$ cat src/rtl/branch_ctrl.sv
// Branch resolution controller: owns N/V/Z flags, stalls branches behind flag hazards, redirects taken branches.
// Latency: redirect/flush rise the cycle after resolution; flush held FLUSH_CYCLES cycles.
// Backpressure: combinational stall holds decode while a flag write is pending; optional stats via BRANCH_STATS_EN.
module branch_ctrl #(
    parameter int PC_W         = 16,
    parameter int OFFSET_W     = 9,
    parameter int FLUSH_CYCLES = 2
) (
    input  logic                clk,
    input  logic                rst,
    input  logic                br_valid,
    input  logic [2:0]          br_cond,
    input  logic [PC_W-1:0]     br_pc,
    input  logic [OFFSET_W-1:0] br_offset,
    input  logic                flag_pend,
    input  logic                flag_wr_en,
    input  logic [2:0]          flag_nvz,
    output logic [2:0]          nvz,
    output logic                stall,
    output logic                redirect,
    output logic [PC_W-1:0]     redirect_pc,
`ifdef BRANCH_STATS_EN
    output logic [15:0]         taken_cnt,
    output logic [15:0]         not_taken_cnt,
    output logic [15:0]         stall_cnt,
`endif
    output logic                flush
);

    typedef enum logic [1:0] {
        ST_IDLE  = 2'd0,
        ST_WAIT  = 2'd1,
        ST_FLUSH = 2'd2
    } state_t;

    localparam logic [3:0] FLUSH_LOAD = 4'(FLUSH_CYCLES - 1);

    state_t          state;
    state_t          state_nxt;
    logic [3:0]      flush_cnt;
    logic [2:0]      eff_nvz;
    logic            taken;
    logic            resolve;
    logic [PC_W-1:0] target;

    // Evaluate the branch condition code against {N,V,Z}.
    function automatic logic cond_met(input logic [2:0] c, input logic [2:0] f);
        logic n, v, z;
        n = f[2];
        v = f[1];
        z = f[0];
        case (c)
            3'b000:  cond_met = ~z;
            3'b001:  cond_met = z;
            3'b010:  cond_met = ~z & ~n;
            3'b011:  cond_met = n;
            3'b100:  cond_met = ~n;
            3'b101:  cond_met = n | z;
            3'b110:  cond_met = v;
            default: cond_met = 1'b1;
        endcase
    endfunction

    // A flag write in the same cycle is forwarded so the branch need not wait another cycle.
    assign eff_nvz = flag_wr_en ? flag_nvz : nvz;
    assign taken   = cond_met(br_cond, eff_nvz);
    assign target  = br_pc + {{(PC_W-OFFSET_W){br_offset[OFFSET_W-1]}}, br_offset};

    // Next-state and stall/resolve decode; branch requests are ignored while flushing.
    always_comb begin
        state_nxt = state;
        stall     = 1'b0;
        resolve   = 1'b0;
        case (state)
            ST_IDLE: begin
                if (br_valid) begin
                    if (flag_pend && !flag_wr_en) begin
                        stall     = 1'b1;
                        state_nxt = ST_WAIT;
                    end else begin
                        resolve = 1'b1;
                    end
                end
            end
            ST_WAIT: begin
                // A dropped flag_pend without a write means the older producer was squashed.
                if (flag_wr_en || !flag_pend) begin
                    resolve   = 1'b1;
                    state_nxt = ST_IDLE;
                end else begin
                    stall = 1'b1;
                end
            end
            ST_FLUSH: begin
                if (flush_cnt == 4'd0) begin
                    state_nxt = ST_IDLE;
                end
            end
            default: state_nxt = ST_IDLE;
        endcase
        if (resolve && taken) begin
            state_nxt = ST_FLUSH;
        end
        if (rst) begin
            stall   = 1'b0;
            resolve = 1'b0;
        end
    end

    // State, flag register and registered redirect/flush outputs.
    always_ff @(posedge clk) begin
        if (rst) begin
            state       <= ST_IDLE;
            nvz         <= 3'b000;
            redirect    <= 1'b0;
            redirect_pc <= '0;
            flush       <= 1'b0;
            flush_cnt   <= 4'd0;
        end else begin
            state    <= state_nxt;
            redirect <= 1'b0;
            if (flag_wr_en) begin
                nvz <= flag_nvz;
            end
            if (resolve && taken) begin
                redirect    <= 1'b1;
                redirect_pc <= target;
                flush       <= 1'b1;
                flush_cnt   <= FLUSH_LOAD;
            end else if (state == ST_FLUSH) begin
                if (flush_cnt == 4'd0) begin
                    flush <= 1'b0;
                end else begin
                    flush_cnt <= flush_cnt - 4'd1;
                end
            end
        end
    end

`ifdef BRANCH_STATS_EN
    // Saturating counters of branch outcomes and stall cycles.
    always_ff @(posedge clk) begin
        if (rst) begin
            taken_cnt     <= 16'd0;
            not_taken_cnt <= 16'd0;
            stall_cnt     <= 16'd0;
        end else begin
            if (resolve && taken && taken_cnt != 16'hFFFF) begin
                taken_cnt <= taken_cnt + 16'd1;
            end
            if (resolve && !taken && not_taken_cnt != 16'hFFFF) begin
                not_taken_cnt <= not_taken_cnt + 16'd1;
            end
            if (stall && stall_cnt != 16'hFFFF) begin
                stall_cnt <= stall_cnt + 16'd1;
            end
        end
    end
`endif

endmodule

$ cat config.mk
export PLATFORM = sky130hd
export DESIGN_NAME = branch_ctrl
export DESIGN_NICKNAME = d
export VERILOG_FILES = /design/src/rtl/branch_ctrl.sv
export SDC_FILE = /design/constraint.sdc
export NUM_CORES = 1
export LEC_CHECK = 0
export CAP_MARGIN = 15
export CELL_PAD_IN_SITES_DETAIL_PLACEMENT = 2
export CELL_PAD_IN_SITES_GLOBAL_PLACEMENT = 2
export CORE_MARGIN = 3
export CORE_UTILIZATION = 29
export DETAILED_ROUTE_END_ITERATION = 12
export PLACE_DENSITY = 0.87
export SYNTH_ARGS = -nofsm -noshare
export SYNTH_HDL_FRONTEND = slang
export SYNTH_SLANG_ARGS = --single-unit
$ cat constraint.sdc
create_clock -name clk -period 4.89 [get_ports clk]
set_input_delay 0.489 -clock clk [delete_from_list [all_inputs] [get_ports clk]]
set_output_delay 0.489 -clock clk [all_outputs]
set_load 0.05 [all_outputs]
==> run summary <==
run results: postcts setup bufs 0, Nets at Floorplan 237, Hold Crit Class register to register, crit path to stall, fin. max-slew vios 0, uppermost layer routed met4, setup slack after layout 2.18 ns, Non-CTS buffers 58, first-pass GRT wire length 9090 um, Synth top area share 31.3%, Detailed Place HPWL 4300 um, final wirelength 5270 um, Clock Path Buffers 2, CTS H-tree lvls 1, # DRC 0, M3 GR Usage 1.39%, hold depth 2, post-route cell area 2400 um^2, Signal buf overhead 24.1%, Critical Path Max Stage Delay 0.83 ns, top_reg_cell synth dfxtp_1, setup TNS 0 ns, initial DRC count 42, GRT met2 Usage 30.8%, most used cell, CP clkdlybuf4s50_1, via count 1651, Dominant comb cell AND-OR/OR-AND gates, Critical Path, Cell by Cell clkdlybuf4s50_1 > nand2b_1 > nor3_1 > clkdlybuf4s50_1, Fin Hold WS 0.480 ns, Layout Utilization 42.6%, Non-Clock Inverter Count 5, num ports 58, Die X 83.1 um, clock buffers 3, CTS tree yes, M1 WL 2210 um, Num CTS Buffers 3, Num Clock Sinks 27, largest net degree at the start of global routing 25, P_clk 0.140 mW, Pwr top combinational logic, Critical Path Stages 4, Data arrival, critical path 2.22 ns, slew margin rel. 63.9%, Max Fclk 370 MHz, slowest stage cell, crit path clkdlybuf4s50_1, Compound Share, Synth 27.6%, register share after synthesis 31.3%, pwr/cell area 270 nW/um^2, ClkCell Share 2.08%, routed wl met2 2850 um, endpoint type of the worst setup path output pin, drt first pass iters 4, post-route insts no fill 313, clk_skew 0.00424 ns, yosys adder share 12.8%, leakage power total 0.936 nW, Placed Cells 309, clock share of power 21.6%, FF-to-FF End redirect_pc[15]$_SDFFE_PP0P_, detailed route wirelength on metal3 138 um, Routed Antenna Nets 0, Hold EP redirect_pc[12]$_SDFFE_PP0P_, vias per cell 5.27, worst r2r src nvz[0]$_SDFF_PP0_, core area 5640 um^2, total gr overflow 0, Post-synth mux share 3.48%, dominant logic cell type in the layout clkdlybuf4s50_1, Simple-Gate Area Share 15.8%, count leader, synth dfxtp_1, comb_multi_in 147, outcome completed, clk slew on worst S/H paths 0.10 ns, WL per Instance 16.8 um, Placed Area 2350 um^2, Mapped Avg Cell Area 9.38 um^2, row count 27, count of final setup violators 0, Top reg by flops redirect_pc, yosys cell count 184, clk root buf clkbuf_8, Synth async-reset ratio 0%, YS warnings 0, met1 usage 17.9%, register area 541 um^2, fin crit share 55.3%
detail.png
Region (0, 33) to (50, 83) um. Cells in grey, sequential cells in the stronger grey; small squares are vias.
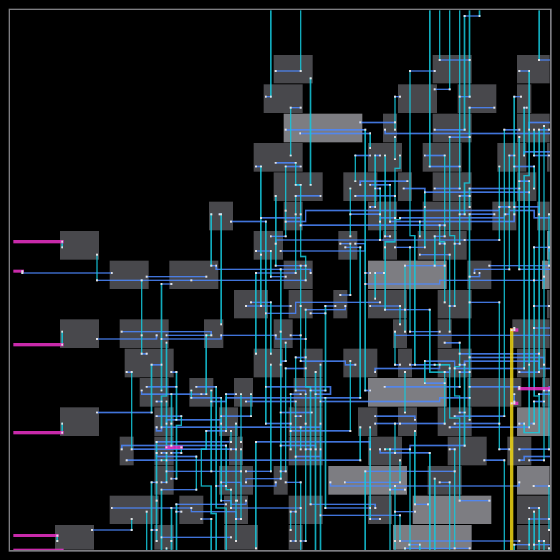
[blue] metal 1
[yellow] metal 4
[cyan] metal 2
[magenta] metal 3
cells with their middle in the window: 92
netlist names of flops here include: redirect_pc (6)
sequential cells in the window: 6
most frequent: clkdlybuf4s50_1 (15), nand2_1 (9), ha_1 (8)

flops_by_reg.png
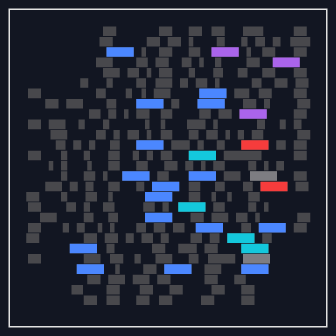
[blue] redirect_pc | sequential cells: 16
[purple] nvz | sequential cells: 3
[cyan] flush_cnt | sequential cells: 4
[red] state | sequential cells: 2
not coloured: 2

Power and IR drop assume default switching activity.
